run_1/placed.png
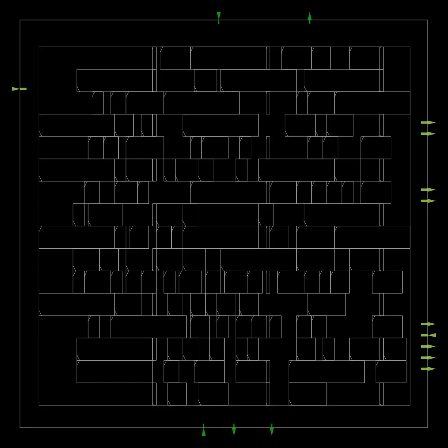
run_1/util_map.png
The die is cut into 10 by 10 equal tiles; white is low, dark blue is high, 0 to 100% covered.
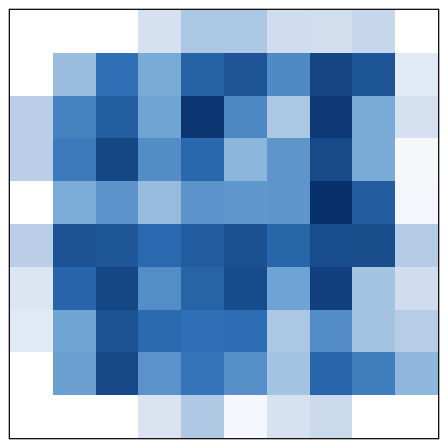
run_1/m1.png
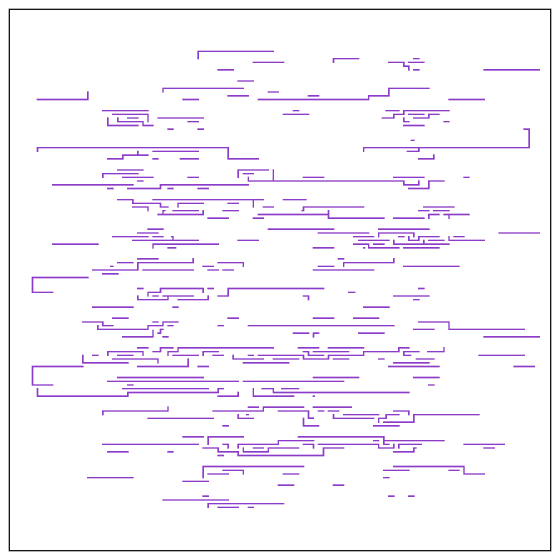
run_1/ff_map.png
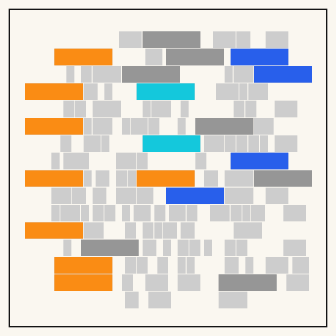
--- config.mk ---
export PLATFORM = sky130hd
export DESIGN_NAME = nand_tester
export DESIGN_NICKNAME = d
export VERILOG_FILES = /design/src/rtl/nand_tester.sv
export SDC_FILE = /design/constraint.sdc
export NUM_CORES = 1
export LEC_CHECK = 0
export CORE_MARGIN = 2
export CORE_UTILIZATION = 52
export DETAILED_ROUTE_END_ITERATION = 10
export PLACE_DENSITY_LB_ADDON = 0.1
export SLEW_MARGIN = 10
export SYNTH_ARGS = -nofsm -noshare
export SYNTH_HDL_FRONTEND = slang
export SYNTH_SLANG_ARGS = --single-unit
--- constraint.sdc ---
create_clock -name clk -period 2.55 [get_ports clk]
set_input_delay 0.51 -clock clk [delete_from_list [all_inputs] [get_ports clk]]
set_output_delay 0.51 -clock clk [all_outputs]
set_load 0.005 [all_outputs]
--- src/rtl/nand_tester.sv ---
// Exercises a 2-input gate through all four input vectors and checks its synchronized
// output against a programmable truth table. Reports a per-vector error mask and pass/done.
`timescale 1ns/1ps
module nand_tester #(
    parameter int unsigned SETTLE_CYCLES = 4,
    parameter logic [3:0]  TRUTH         = 4'b0111
) (
    input  logic       clk,
    input  logic       rst_n,
    input  logic       start,
    input  logic       gate_o,
    output logic       gate_a,
    output logic       gate_b,
    output logic       busy,
    output logic       done,
    output logic       pass,
    output logic [3:0] err_mask,
    output logic [1:0] vec_idx
);

    localparam int unsigned CNT_W = 8;

    typedef enum logic [1:0] {
        IDLE   = 2'd0,
        SETTLE = 2'd1,
        SAMPLE = 2'd2,
        FINISH = 2'd3
    } state_e;

    state_e             state_q, state_d;
    logic [CNT_W-1:0]   cnt_q, cnt_d;
    logic [1:0]         vec_q, vec_d;
    logic [3:0]         mask_q, mask_d;
    logic               pass_q, pass_d;
    logic               done_q, done_d;
    logic               busy_q, busy_d;
    logic               s1_q, s2_q;

    // Two-flop synchronizer for the asynchronous gate output
    always_ff @(posedge clk or negedge rst_n) begin
        if (!rst_n) begin
            s1_q <= 1'b0;
            s2_q <= 1'b0;
        end else begin
            s1_q <= gate_o;
            s2_q <= s1_q;
        end
    end

    always_ff @(posedge clk or negedge rst_n) begin
        if (!rst_n) begin
            state_q <= IDLE;
            cnt_q   <= '0;
            vec_q   <= '0;
            mask_q  <= '0;
            pass_q  <= 1'b0;
            done_q  <= 1'b0;
            busy_q  <= 1'b0;
        end else begin
            state_q <= state_d;
            cnt_q   <= cnt_d;
            vec_q   <= vec_d;
            mask_q  <= mask_d;
            pass_q  <= pass_d;
            done_q  <= done_d;
            busy_q  <= busy_d;
        end
    end

    // Next-state logic; registered outputs are computed one edge ahead of their state
    always_comb begin
        state_d = state_q;
        cnt_d   = cnt_q;
        vec_d   = vec_q;
        mask_d  = mask_q;
        pass_d  = pass_q;
        done_d  = 1'b0;
        busy_d  = busy_q;

        case (state_q)
            IDLE: begin
                if (start) begin
                    state_d = SETTLE;
                    vec_d   = '0;
                    cnt_d   = CNT_W'(SETTLE_CYCLES);
                    mask_d  = '0;
                    pass_d  = 1'b0;
                    busy_d  = 1'b1;
                end
            end
            SETTLE: begin
                cnt_d = cnt_q - CNT_W'(1);
                if (cnt_q == CNT_W'(1)) begin
                    state_d = SAMPLE;
                end
            end
            SAMPLE: begin
                mask_d[vec_q] = (s2_q != TRUTH[vec_q]);
                if (vec_q == 2'd3) begin
                    state_d = FINISH;
                    done_d  = 1'b1;
                    busy_d  = 1'b0;
                    pass_d  = ~|mask_d;
                end else begin
                    state_d = SETTLE;
                    vec_d   = vec_q + 2'd1;
                    cnt_d   = CNT_W'(SETTLE_CYCLES);
                end
            end
            FINISH: begin
                state_d = IDLE;
            end
            default: begin
                state_d = IDLE;
            end
        endcase
    end

    assign gate_a   = vec_q[1];
    assign gate_b   = vec_q[0];
    assign vec_idx  = vec_q;
    assign err_mask = mask_q;
    assign pass     = pass_q;
    assign done     = done_q;
    assign busy     = busy_q;

endmodule

==> flow_metrics.tcl, run 1 <==
# yosys + openroad results
set metrics [dict create \
    status "finished clean" \
    largest_class "registers" \
    power_frac_comb_pct 35.1 \
    drive_gt1_share_pct 6.35 \
    largest_area_cell "dfrtp_1" \
    reg2reg_to "cnt_q[6]$_DFFE_PN0P_" \
    synth_cell_type_count 28 \
    p_leak_nw 0.558 \
    grt_pass1_wl_mm 3.56 \
    hold_violations 0 \
    reg2regPathDepth 5 \
    buffer_area_share_pct 11.8 \
    powerClk_mw 0.159 \
    top_cell "dfrtp_1" \
    p_clk_share_pct 15.2 \
    comb_cells 76 \
    ys_ff 21 \
    yosysCellCount 112 \
    num-clock-buffers 3 \
    post_drt_via_cell_ratio 5.52 \
    finalSetupViolations 0 \
    clockBufferDepth 2 \
    async_flop_share_pct 100 \
    crit_top_cell "o21ai_0" \
    warning_count 30 \
    p_int_mw 0.644 \
    comb_power_mw 0.367 \
    drcViolationCount 0 \
    worst_ep_arrival_time_ns 2.49 \
    ys_warn_count 0 \
    avgSynthCellArea_um2 9.62 \
    design_area_mm2 0.00125 \
    nNetsFinal 137 \
    slowest_delay_ns 0.63 \
    r2r-start "vec_idx[1]$_DFFE_PN0P_" \
    slew_headroom_pct 65.8 \
    grt_max_degree 22 \
    ys_sh_aoi_pct 17.0 \
    hold_depth 0 \
    path_depth 5 \
    fin_cells 153 \
    maxCapViolations 0 \
    worstMarginPinSlew_ns 0.508 \
    grtUsageTotal_pct 19.1 \
    antenna_found_initial 0 \
    slew_violations 0 \
    cts.sinks 21 \
    synthCells 112 \
    peakVddDrop_mv 0.562 \
    power.total_mw 1.05 \
    io_buffers 14 \
    ios 15 \
    finalSetupTns_ns 0 \
    nonClockInverterCount 10 \
    power.density_mw_per_mm2 835 \
    mi_logic_area_um2 480 \
    rsz0062_at_grt "false" \
    timing.hold.ws_ns 0.363 \
    worst_setup_path_end_kind "register" \
    cts_tree "done" \
    max_freq_mhz 442 \
    n_all_buffers 15 \
    n_antenna_cell 0 \
    dp.cells 149 \
    crit_fanout 10 \
    drt_iter0_drc 20 \
    postSynthSeqShare_pct 48.8 \
    min_period_ns 2.26 \
    crit_start "vec_idx[1]$_DFFE_PN0P_" \
    seqPwrFrac_pct 49.7 \
    grt-ovfl-total 0 \
    top_power_group "registers" \
    synth.top_cell.area_share_pct 48.8 \
    mux_share_pct 0 \
    clk_latency_ns 0.30 \
    dpl_cell_area_mm2 0.00122 \
    ff_type "dfrtp_1" \
    hold_path_end "s2_q$_DFF_PN0_" \
]
## Picture notes: placed.png
TAP cells: 27
final core occ: 63.8%
sequential share of cell area: 42.0%

## Picture notes: util_map.png
The fullest tile reaches 100%. 12% of the tiles are nearly empty. The densest ninth of the die: centre. 30% of the tiles are over 75% full. The mean over all tiles is 50%.
core area: 0.00196 mm²
Core Density at Floorplan: 54.9%

## Picture notes: m1.png
The layer carries 894 µm of wire. 121 nets have wire on it. The wires run mostly horizontal. The longest straight run is 17.5 µm.
total number of vias: 844
M1 GR Usage: 20.6%
WL final: 2.09 mm

## Picture notes: ff_map.png
err_mask: shown in blue, placed flops 4. cnt_q: shown in orange, placed flops 8. state_q: shown in cyan, placed flops 2.
Flop area: 526 µm²
Seq group: 0.519 mW

run 1: layer usage:
layer / track usage (%) / wire [µm] / vias up
li1: - / - / 421
met1: 20.6 / 894 / 403
met2: 36.3 / 1100 / 16
met3: 3.33 / 73 / 4
met4: 7.87 / 21 / 0
met5: 0 / 0 / -
run 1: layout by cell type (no fill, tap or decap), drive strengths merged, types with 3 or more instances in the layout:
cell           count
a21oi              7
a22o               3
clkbuf             3
clkdlybuf4s50     14
dfrtp             21
ha                 6
inv               10
nand2              7
nand3              3
nor2               8
nor3               3
o21ai             14
o22ai              3
or4                3
xor2               5
run 1: flip-flops by register name, indices dropped and copies added, names as in the netlist:
signal	flops
cnt_q	8
vec_idx	2
s2_q	1
done	1
err_mask	4
busy	1
pass	1
state_q	2
s1_q	1
## Run 2: what changed since run 1
--- a/config.mk
+++ b/config.mk
@@ -6,9 +6,10 @@
 export NUM_CORES = 1
 export LEC_CHECK = 0
 export CORE_MARGIN = 2
-export CORE_UTILIZATION = 52
+export CORE_UTILIZATION = 54
 export DETAILED_ROUTE_END_ITERATION = 10
 export PLACE_DENSITY_LB_ADDON = 0.1
+export REMOVE_ABC_BUFFERS = 1
 export SLEW_MARGIN = 10
 export SYNTH_ARGS = -nofsm -noshare
 export SYNTH_HDL_FRONTEND = slang
==> constraint.sdc (replaced) <==
create_clock -name clk -period 2.88 [get_ports clk]
set_input_delay 0.576 -clock clk [delete_from_list [all_inputs] [get_ports clk]]
set_output_delay 0.576 -clock clk [all_outputs]
set_load 0.005 [all_outputs]
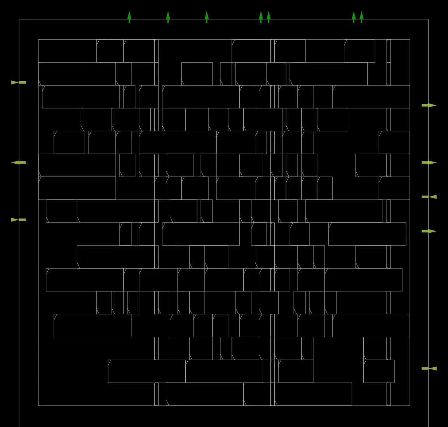
run_2/placed.png
floorplan row count: 16
Final Instance Count excl. Fillers: 153
core area: 0.00192 mm²
filler cell count in the final layout: 164

==> run 2 against run 1 <==
Against the previous run: combinational power fell by 11%; clock skew fell by 0.0026 ns; synthesized cell count did not move.
==> flow_metrics.tcl, run 2 <==
# yosys + openroad results
set metrics [dict create \
    finalSetupTns_ns 0 \
    top_power_group "registers" \
    wl_met2_um 850 \
    p_clk_share_pct 15.8 \
    top_cell "dfrtp_1" \
    timing.hold.ws_ns 0.367 \
    power_frac_comb_pct 35.2 \
    slew_violations 0 \
    worst_setup_path_end_kind "register" \
    crit_top_cell "o21ai_0" \
    top_layer_used "met4" \
    ys_sh_aoi_pct 17.0 \
    p_leak_nw 0.558 \
    synthCells 112 \
    grt_max_degree 22 \
    clockBufferDepth 2 \
    min_period_ns 2.24 \
    layout_top_cells "21 x dfrtp_1, 14 x o21ai_0, 14 x clkdlybuf4s50_1" \
    grt-ovfl-total 0 \
    largest-register "cnt_q" \
    antenna_found_initial 0 \
    reg2regPathDepth 5 \
    post_drt_via_cell_ratio 5.49 \
    rsz0062_at_grt "false" \
    slowest_delay_ns 0.63 \
    pg_seq_mw 0.457 \
    power.total_mw 0.933 \
    slew_headroom_pct 68.8 \
    async_flop_share_pct 100 \
    powerClk_mw 0.147 \
    crit_fanout 10 \
    n_all_buffers 15 \
    finalSetupViolations 0 \
    comb_power_mw 0.328 \
    largest_class "registers" \
    drive_gt1_share_pct 6.35 \
    power.density_mw_per_mm2 745 \
    io_buffers 14 \
    hold_violations 0 \
    warning_count 29 \
    grtUsageTotal_pct 20.1 \
    drcViolationCount 0 \
    maxCapViolations 0 \
    seq_share_pct 42.0 \
    comb_cells 76 \
    yosysCellCount 112 \
    ys_ff 21 \
    clk_latency_ns 0.31 \
    r2r-start "vec_idx[1]$_DFFE_PN0P_" \
    drt_iter0_drc 19 \
    use_met1_pct 29.7 \
    well_tap_count 27 \
    status "finished clean" \
    peakVddDrop_mv 0.481 \
    hold_path_end "s2_q$_DFF_PN0_" \
    use_met3_pct 4.01 \
    largest_area_cell "dfrtp_1" \
]
-- run 2: cell counts in the layout (fill, tap and decap cells not counted) --
Identical to the previous run, type by type.
-- run 2: worst max-delay path by stage --
stage / slack, ns / end / cells after the start / from
CTS: 0.66 / cnt_q[6]$_DFFE_PN0P_ / 5 / vec_idx[1]$_DFFE_PN0P_
detailed placement: 0.63 / cnt_q[6]$_DFFE_PN0P_ / 5 / start
floorplan: 0.82 / cnt_q[6]$_DFFE_PN0P_ / 5 / vec_idx[1]$_DFFE_PN0P_
finish: 0.64 / cnt_q[6]$_DFFE_PN0P_ / 5 / vec_idx[1]$_DFFE_PN0P_
global placement: 0.65 / cnt_q[6]$_DFFE_PN0P_ / 5 / start
global route: 0.50 / cnt_q[6]$_DFFE_PN0P_ / 5 / vec_idx[1]$_DFFE_PN0P_
## Run 3: what changed since run 2
--- a/config.mk
+++ b/config.mk
@@ -6,7 +6,7 @@
 export NUM_CORES = 1
 export LEC_CHECK = 0
 export CORE_MARGIN = 2
-export CORE_UTILIZATION = 54
+export CORE_UTILIZATION = 47
 export DETAILED_ROUTE_END_ITERATION = 10
 export PLACE_DENSITY_LB_ADDON = 0.1
 export REMOVE_ABC_BUFFERS = 1
==> constraint.sdc (replaced) <==
create_clock -name clk -period 2 [get_ports clk]
set_input_delay 0.4 -clock clk [delete_from_list [all_inputs] [get_ports clk]]
set_output_delay 0.4 -clock clk [all_outputs]
set_load 0.005 [all_outputs]
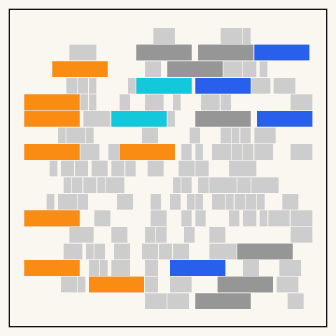
run_3/ff_map.png
state_q: shown in cyan, placed flops 2. cnt_q: shown in orange, placed flops 8. err_mask: shown in blue, placed flops 4.
Another 7 sequential cells are not coloured.
sequential share of cell area: 39.5%
Seq group: 0.622 mW

==> run 3 against run 2 <==
Against the previous run: area after synthesis unchanged; die area up 14%; synthesized cell count unchanged; maximum frequency up 18%; final area up 6.1%; combinational power up 78%; critical path type unchanged; largest power group unchanged; highest routed layer unchanged.
==> flow_metrics.tcl, run 3 <==
# yosys + openroad results
set metrics [dict create \
    clockBufferDepth 2 \
    met2_usage_pct 30.6 \
    path_class "reg2reg" \
    synth.top_cell.area_share_pct 48.8 \
    nonClockInverterCount 10 \
    warning_count 29 \
    max_freq_mhz 528 \
    layout_top_cells "21 x dfrtp_1, 14 x o21ai_0, 14 x clkdlybuf4s50_1" \
    min_period_ns 1.90 \
    ys_sh_aoi_pct 17.0 \
    n_all_buffers 25 \
    drcViolationCount 0 \
    vias 864 \
    wl_met2_mm 1.01 \
    clk_latency_ns 0.30 \
    worstMarginPinSlew_ns 0.409 \
    powerClk_mw 0.198 \
    fin_cells 164 \
    avgSynthCellArea_um2 9.62 \
    wl_met1_um 963 \
    status "finished clean" \
    synthCells 112 \
    cts.sinks 21 \
    comb_power_mw 0.584 \
    finalSetupViolations 0 \
    post_drt_via_cell_ratio 5.27 \
    top_cell "dfrtp_1" \
    slew_headroom_pct 72.3 \
    p_leak_nw 0.607 \
    ys_warn_count 0 \
    num_rows 17 \
    power.density_mw_per_mm2 1060 \
    yosysCellCount 112 \
    flop_area_um2 526 \
    largest_area_cell "dfrtp_1" \
    buffer_area_share_pct 16.8 \
    ios 15 \
    synth_cell_type_count 28 \
    n_antenna_cell 0 \
    top_layer_used "met4" \
    hold_depth 0 \
    seqPwrFrac_pct 44.3 \
    nFillCells 195 \
    place_congestion 0.815 \
    ys_ff 21 \
    well_tap_count 28 \
    floorplan.core_util_pct 49.2 \
    timing.hold.ws_ns 0.361 \
    wl_met3_um 50 \
    cts_tree "done" \
    grt_max_degree 22 \
    use_met1_pct 19.6 \
    p_clk_share_pct 14.1 \
    use_met3_pct 2.87 \
    dpl_cell_area_mm2 0.00130 \
    drt_iter0_drc 10 \
    antenna_found_initial 0 \
    worst_ep_arrival_time_ns 2.13 \
    reg2regPathDepth 4 \
    num-clock-buffers 3 \
    maxCapViolations 0 \
    finalSetupTns_ns 0 \
    grtUsageTotal_pct 17.9 \
    comb_cells 76 \
    largest-register "cnt_q" \
    worst_setup_path_end_kind "register" \
    hold_violations 0 \
    drive_gt1_share_pct 13.2 \
    peakVddDrop_mv 0.628 \
    mux_share_pct 0 \
    slew_violations 0 \
    final_util_pct 60.7 \
    power.total_mw 1.40 \
    top_power_group "registers" \
    dp.cells 160 \
    layout_top_cell "dfrtp_1" \
    grt_pass1_wl_mm 3.51 \
    rsz0062_at_grt "false" \
]
==> run 3: final timing paths <==
check | from | endpoint | slack, ns
worst min-delay path | s1_q$_DFF_PN0_ | s2_q$_DFF_PN0_ | 0.36
max in group asynchronous | rst_n | s1_q$_DFF_PN0_ | 1.35
min in group asynchronous | rst_n | vec_idx[1]$_DFFE_PN0P_ | 0.43
worst max register to register | cnt_q[5]$_DFFE_PN0P_ | cnt_q[7]$_DFFE_PN0P_ | 0.10
worst min register to register | s1_q$_DFF_PN0_ | s2_q$_DFF_PN0_ | 0.36
worst max-delay path | cnt_q[5]$_DFFE_PN0P_ | cnt_q[7]$_DFFE_PN0P_ | 0.10
==> run 3: worst max-delay path, stage by stage (launching register included) <==
cell and delay [ns]:
dfrtp_1 0.41, or4_4 0.56, or4_1 0.42, or3_1 0.31, a21oi_1 0.14
Power and IR drop assume default switching activity.
